$ cat config.mk
export PLATFORM = sky130hd
export DESIGN_NAME = slot_loader_12
export DESIGN_NICKNAME = d
export VERILOG_FILES = /design/src/rtl/slot_pkg.sv /design/src/rtl/slot_reg.sv /design/src/rtl/slot_loader_12.sv
export SDC_FILE = /design/constraint.sdc
export NUM_CORES = 1
export LEC_CHECK = 0
export ABC_AREA = 1
export CORE_MARGIN = 1
export CORE_UTILIZATION = 30
export DETAILED_ROUTE_END_ITERATION = 7
export PLACE_DENSITY = 0.66
export RECOVER_POWER = 50
export SYNTH_ARGS = -nofsm -noshare
export SYNTH_HDL_FRONTEND = slang
export SYNTH_HIERARCHICAL = 1
export SYNTH_SLANG_ARGS = --single-unit
$ cat constraint.sdc
create_clock -name clk -period 2.2 [get_ports clk]
set_input_delay 0.66 -clock clk [delete_from_list [all_inputs] [get_ports clk]]
set_output_delay 0.66 -clock clk [all_outputs]
set_load 0.1 [all_outputs]
$ cat src/rtl/slot_pkg.sv
// rtl/slot_pkg.sv - shared slot constants, state enum and index decode
package slot_pkg;

  localparam int SLOTS = 12;
  localparam int IDX_W = 4;
  localparam logic [IDX_W-1:0] ALIAS_IDX = 4'd9;

  typedef enum logic [1:0] {
    IDLE = 2'd0,
    FILL = 2'd1,
    FULL = 2'd2
  } state_t;

  // Indices 12..15 fall back to the same slot the read mux defaults to.
  function automatic logic [SLOTS-1:0] slot_onehot(input logic [IDX_W-1:0] idx);
    logic [SLOTS-1:0] oh;
    oh = '0;
    for (int s = 0; s < SLOTS; s++) begin
      oh[s] = (idx == IDX_W'(s));
    end
    if (idx >= IDX_W'(SLOTS)) begin
      oh[ALIAS_IDX] = 1'b1;
    end
    return oh;
  endfunction

endpackage

$ cat src/rtl/slot_reg.sv
// rtl/slot_reg.sv - N-bit slot register with clear and write enable
module slot_reg #(
  parameter int N = 5
) (
  input  logic         clk,
  input  logic         rst_n,
  input  logic         clr,
  input  logic         we,
  input  logic [N-1:0] d,
  output logic [N-1:0] q
);

  always_ff @(posedge clk or negedge rst_n) begin
    if (!rst_n) begin
      q <= '0;
    end else if (clr) begin
      q <= '0;
    end else if (we) begin
      q <= d;
    end
  end

endmodule

$ cat src/rtl/slot_loader_12.sv
// rtl/slot_loader_12.sv - scatters a word stream into twelve slot registers
module slot_loader_12
  import slot_pkg::*;
#(
  parameter int N = 5
) (
  input  logic             clk,
  input  logic             rst_n,
  input  logic             start,
  input  logic             clear,
  input  logic             release_frame,
  input  logic             in_valid,
  output logic             in_ready,
  input  logic [N-1:0]     in_data,
  input  logic             addr_mode,
  input  logic [IDX_W-1:0] addr,
  output logic [N-1:0]     a,
  output logic [N-1:0]     b,
  output logic [N-1:0]     c,
  output logic [N-1:0]     d,
  output logic [N-1:0]     e,
  output logic [N-1:0]     f,
  output logic [N-1:0]     g,
  output logic [N-1:0]     h,
  output logic [N-1:0]     i,
  output logic [N-1:0]     j,
  output logic [N-1:0]     k,
  output logic [N-1:0]     l,
  output logic [IDX_W-1:0] ptr,
  output logic             full,
  output logic             frame_done
);

  state_t           state, state_nxt;
  logic [IDX_W-1:0] ptr_nxt;
  logic             done_nxt;
  logic             wr_any;
  logic             clr_slots;
  logic [IDX_W-1:0] wr_idx;
  logic [SLOTS-1:0] wr_en;
  logic [N-1:0]     q [SLOTS];

  always_ff @(posedge clk or negedge rst_n) begin
    if (!rst_n) begin
      state      <= IDLE;
      ptr        <= '0;
      frame_done <= 1'b0;
    end else begin
      state      <= state_nxt;
      ptr        <= ptr_nxt;
      frame_done <= done_nxt;
    end
  end

  // clear outranks commands, commands outrank the handshake
  always_comb begin
    state_nxt = state;
    ptr_nxt   = ptr;
    done_nxt  = 1'b0;
    wr_any    = 1'b0;
    clr_slots = 1'b0;
    wr_idx    = ptr;
    if (clear) begin
      state_nxt = IDLE;
      ptr_nxt   = '0;
      clr_slots = 1'b1;
    end else begin
      case (state)
        IDLE: begin
          if (start) begin
            state_nxt = FILL;
            ptr_nxt   = '0;
          end
        end
        FILL: begin
          if (in_valid) begin
            wr_any = 1'b1;
            if (addr_mode) begin
              wr_idx = addr;
            end else if (ptr == IDX_W'(SLOTS - 1)) begin
              ptr_nxt   = '0;
              state_nxt = FULL;
              done_nxt  = 1'b1;
            end else begin
              ptr_nxt = ptr + 1'b1;
            end
          end
        end
        FULL: begin
          if (release_frame) begin
            state_nxt = FILL;
            ptr_nxt   = '0;
          end
        end
        default: begin
          state_nxt = IDLE;
          ptr_nxt   = '0;
        end
      endcase
    end
  end

  assign wr_en    = wr_any ? slot_onehot(wr_idx) : '0;
  assign in_ready = (state == FILL);
  assign full     = (state == FULL);

  for (genvar s = 0; s < SLOTS; s++) begin : g_slot
    slot_reg #(.N(N)) u_slot (
      .clk  (clk),
      .rst_n(rst_n),
      .clr  (clr_slots),
      .we   (wr_en[s]),
      .d    (in_data),
      .q    (q[s])
    );
  end

  assign a = q[0];
  assign b = q[1];
  assign c = q[2];
  assign d = q[3];
  assign e = q[4];
  assign f = q[5];
  assign g = q[6];
  assign h = q[7];
  assign i = q[8];
  assign j = q[9];
  assign k = q[10];
  assign l = q[11];

endmodule

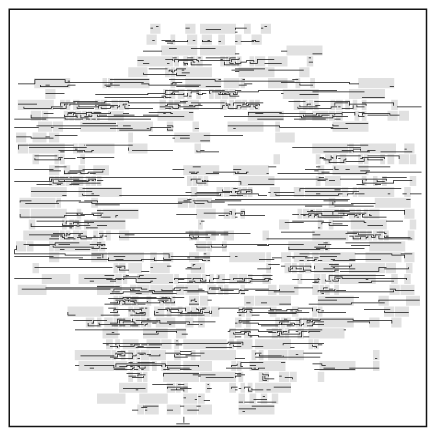
(run_1/layer_met1.png)
Drawn at 4 px/um. Cells faint in the background.
wire length on this layer	4020 um
longest straight run	37.7 um
nets with wire on the layer	411
met1 usage: 21.89%
overall routed net length: 8336 um
Vias: 2804

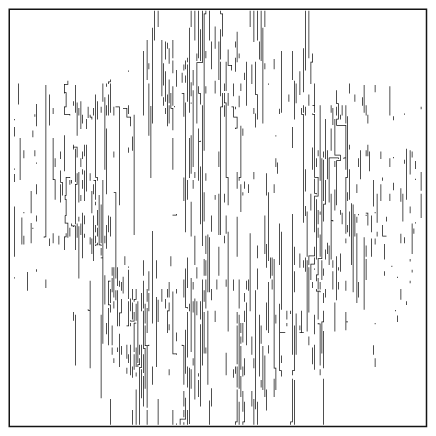
(run_1/layer_met2.png)
Drawn at 4 px/um.
main direction	vertical
nets with wire on the layer	392
met2 usage: 24.71%

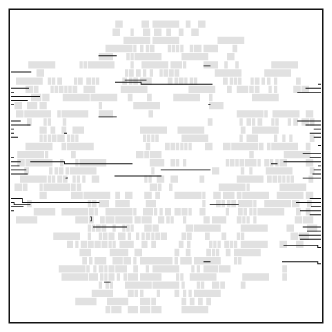
(run_1/layer_met3.png)
Drawn at 3 px/um. Cells faint in the background.
wire length on this layer	389 um
nets with wire on the layer	54
share of all routed wire	4.7%
longest straight run	25.5 um
main direction	horizontal
grt met3 use: 3.446%

## run 1: synthesized netlist by cell type, types with 2 or more instances
master	instances
nand2_1	138
nand3_1	69
dfrtp_1	67
inv_1	20
nor2_1	16
nor2_4	14
nand2_2	12
inv_2	6
nand3_2	3
o21ai_0	3
nand4_1	2
## run 1: report_power, final
| part | total (mW) | internal (mW) | leakage (nW) | switching (mW) |
|---|---|---|---|---|
| clock | 1.03 | 0.579 | 0.0995 | 0.452 |
| sequential | 1.32 | 1.27 | 0.933 | 0.0479 |
| combinational | 0.847 | 0.239 | 1.34 | 0.608 |
## run 1: through the flow
stage,setup TNS (ns),utilization [%]
6_report,0,42.97
3_3_place_gp,-8.991,42.58
4_1_cts,0,44.53
3_5_place_dp,-9.885,42.58
5_1_grt,0,42.97
2_1_floorplan,0,-
==> out/metrics.cfg, run 1 <==
[outcome]
status = finished with violations
failed_checks = capacitance limit, slew limit

[power]
power-per-cell-area_nw_per_um2 = 749.9

[sta]
finalWorstSetupSlack_ns = 0.1692
finalMaxSlewViolations = 68
slew_headroom_pct = -11.20
skew_ns = 0.003307

[place]
place_hpwl_um = 5815

[setup_path]
startpoint = in_valid
cp.required_ns = 2.43
slowest_delay_ns = 0.48
crit_type = input port to flip-flop
reg2reg_depth = 11

[routing]
dr.max_layer_used = met4
drt_pass1_iterations = 4

[global_routing]
grt_pass1_wl_um = 13640
grt_usage_pct = 16.23

[cells_and_area]
inv_count = 27
n_all_buffers = 102
seq_area_share_pct = 39.38
largest_reg_flops = 60
largest_class = registers
comb.multi_input.count = 269
lay_top_cells = nand2_1, nand3_1, dfrtp_1

[worst_hold_path]
worstHoldPathType = flip-flop to flip-flop

[floorplan]
die_w_um = 104.0

[clock_tree]
tritoncts = built
path_clk_slew_ns = 0.07

[run]
max_cap_viol_count = 1

[yosys]
yosys-top-cells-area = dfrtp_1, nand2_1, nand3_1
largest_area_cell = dfrtp_1

## Run 2: what changed since run 1
--- a/config.mk
+++ b/config.mk
@@ -6,8 +6,10 @@
 export NUM_CORES = 1
 export LEC_CHECK = 0
 export ABC_AREA = 1
+export ABC_CLOCK_PERIOD_IN_PS = 2200
 export CORE_MARGIN = 1
 export CORE_UTILIZATION = 30
+export CTS_CLUSTER_DIAMETER = 30
 export DETAILED_ROUTE_END_ITERATION = 7
 export PLACE_DENSITY = 0.66
 export RECOVER_POWER = 50
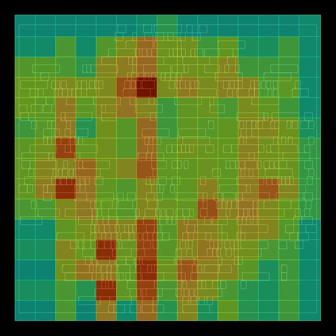
(run_2/congestion.png)
post-DR wirelength/cell: 13.60 um
GRT Max-Usage Layer: met2
Final Core Density: 42.97%
Total GRT Usage: 16.23%

==> run 2 against run 1 <==
  * The flow still finishes with violations (capacitance limit, slew limit)
  * Utilization unchanged
  * Register-to-register slack about the same
  * Final cell count did not move
  * Synthesized cell count unchanged
  * Clock-buffer cell count is the same
  * Non-clock buffer count did not move
  * Critical path type unchanged
  * Critical endpoint unchanged
  * Highest routed layer unchanged
==> out/metrics.cfg, run 2 <==
[setup_path]
slowest_delay_ns = 0.48
cp.required_ns = 2.43
crit_type = input port to flip-flop

[routing]
drt_wl_total_um = 8336
vias = 2804

[sta]
slew_headroom_pct = -11.20
finalMaxSlewViolations = 68
finalWorstSetupSlack_ns = 0.1692
fin_setup_tns_ns = 0

[cells_and_area]
largest_class = registers
n_all_buffers = 102
largest_reg_flops = 60

[outcome]
failed_checks = capacitance limit, slew limit
status = finished with violations

[yosys]
largest_area_cell = dfrtp_1
yosysMostFrequentCell = nand2_1
ys_top_cells_by_count = nand2_1, nand3_1, dfrtp_1

[global_routing]
grt_pass1_wl_um = 13640

[clock_tree]
tritoncts = built

[run]
max_cap_viol_count = 1

[place]
place_hpwl_um = 5815

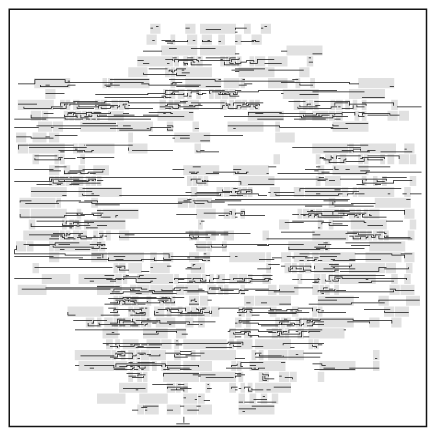
(run_2/layer_met1.png)
Drawn at 4 px/um. Cells faint in the background.
wire length on this layer	4020 um
nets with wire on the layer	411
share of all routed wire	48%
longest straight run	37.7 um
main direction	horizontal

## run 2: layer usage
layer	part of all wire (%)	global-route usage, %	vias up
met5	0	0	-
met1	48	21.89	1333
met4	1.8	7.857	0
met3	4.7	3.446	12
li1	-	-	1386
met2	45	24.71	73
## run 2: report_power, final
part | leakage (nW) | switching [mW] | internal (mW) | total [mW]
Sequential | 0.933 | 0.0479 | 1.27 | 1.32
Clock | 0.0995 | 0.452 | 0.579 | 1.03
Combinational | 1.34 | 0.608 | 0.239 | 0.847
## run 2: kinds of logic (layout without fill, tap and decap cells)
group,after synthesis,count (layout),synth area share [%]
AOI/OAI and AO/OA,6,6,1.444
xor gates and xnor gates,1,1,0.2808
adders and majority gates,1,1,0.4011
buffers and inverters,27,144,3.329
DFF,67,67,53.75
and+or+nand+nor,261,261,40.79
==> run_2/layer_met3.png <==
Drawn at 3 px/um. Cells faint in the background.
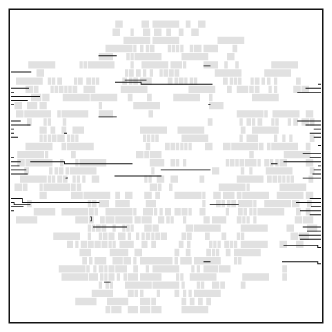

## Run 3: what changed since run 2
--- a/config.mk
+++ b/config.mk
@@ -8,10 +8,10 @@
 export ABC_AREA = 1
 export ABC_CLOCK_PERIOD_IN_PS = 2200
 export CORE_MARGIN = 1
-export CORE_UTILIZATION = 30
+export CORE_UTILIZATION = 48
 export CTS_CLUSTER_DIAMETER = 30
 export DETAILED_ROUTE_END_ITERATION = 7
-export PLACE_DENSITY = 0.66
+export PLACE_DENSITY = 0.91
 export RECOVER_POWER = 50
 export SYNTH_ARGS = -nofsm -noshare
 export SYNTH_HDL_FRONTEND = slang
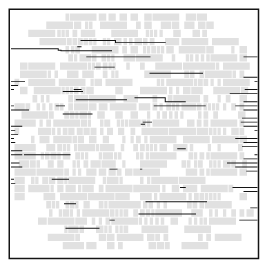
(run_3/layer_met3.png)
Drawn at 3 px/um. Cells faint in the background.
main direction	horizontal
nets with wire on the layer	56
grt met3 use: 4.835%
overall routed net length: 7644 um
Vias: 2794

==> run 3 against run 2 <==
  * The flow still finishes with violations (capacitance limit, slew limit)
  * Synthesized cell count unchanged
  * First-iteration DRC count up 9.8%
  * Clock-buffer cell count is 1 lower
  * Combinational power increased by 1%
  * Utilization grew 24 points
  * Non-clock buffer count up 3
  * Die size fell by 37%
  * Clock skew grew 0.0090 ns
  * Clock power grew about 10%
  * Worst hold slack lost 0.00070 ns
  * Global-route usage grew 8.4 points
  * Critical path type unchanged
  * Largest power group unchanged
  * Highest routed layer unchanged
==> out/metrics.cfg, run 3 <==
[routing]
wl_met1_um = 3219
met3RoutedLength_um = 420
drt_pass1_iterations = 4
wl_per_cell_um = 13.67

[sta]
finalMaxSlewViolations = 30
fin_setup_tns_ns = 0

[yosys]
top_logic_kind = simple AND/OR/NAND/NOR gates
mux_share_pct = 0
yosys-top-cells-area = dfrtp_1, nand2_1, nand3_1

[power]
p_sw_share_pct = 33.44
pwr-share-clk_pct = 34.3
pg_comb_mw = 0.858
clk-power_mw = 1.13

[global_routing]
grtUsageMet2_pct = 41.07
grt_usage_pct = 24.66

[outcome]
status = finished with violations
failed_checks = capacitance limit, slew limit

[cells_and_area]
inv_count = 27
lay_top_cells = nand2_1, nand3_1, dfrtp_1

[floorplan]
die_w_um = 82.61

[run]
max_cap_viol_count = 1

[setup_path]
crit_type = input port to flip-flop
cp.required_ns = 2.43
startpoint = addr_mode

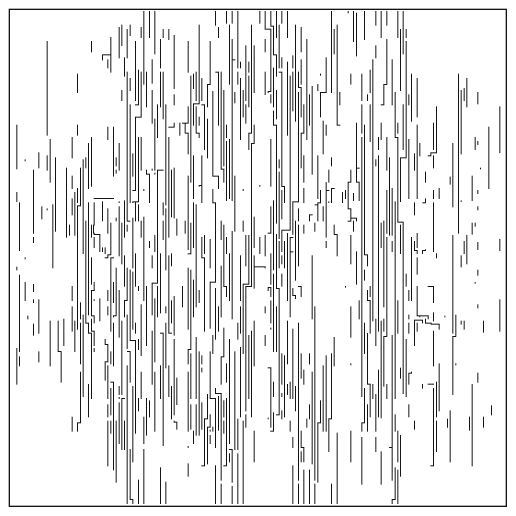
(run_3/layer_met2.png)
Drawn at 6 px/um.
wire length on this layer	3940 um
longest straight run	43.5 um
share of all routed wire	52%

[run 3: per-stage QoR]
| step | power (mW) | hold WS [ns] | setup slack [ns] |
|---|---|---|---|
| 2_1_floorplan | 1.898 | 0.3644 | 0.04368 |
| 3_3_place_gp | 2.188 | 0.4569 | -0.1831 |
| 3_5_place_dp | 2.207 | 0.4607 | -0.2468 |
| 4_1_cts | 3.338 | 0.3337 | 0.09588 |
| 5_1_grt | 3.432 | 0.4926 | -0.005970 |
| 6_report | 3.306 | 0.4729 | 0.1305 |
[run 3: critical path, stage by stage]
cell and delay, ns:
clkdlybuf4s50_1 0.47, nand2_1 0.06, inv_1 0.11, buf_4 0.16
nand3b_1 0.11, nand2_2 0.11, nand3_2 0.11, nor2_1 0.17
buf_4 0.17, nor2_4 0.05, nand2_1 0.08, nand2_1 0.05
Power figures rest on the tool's default switching activity, not on a simulated workload.
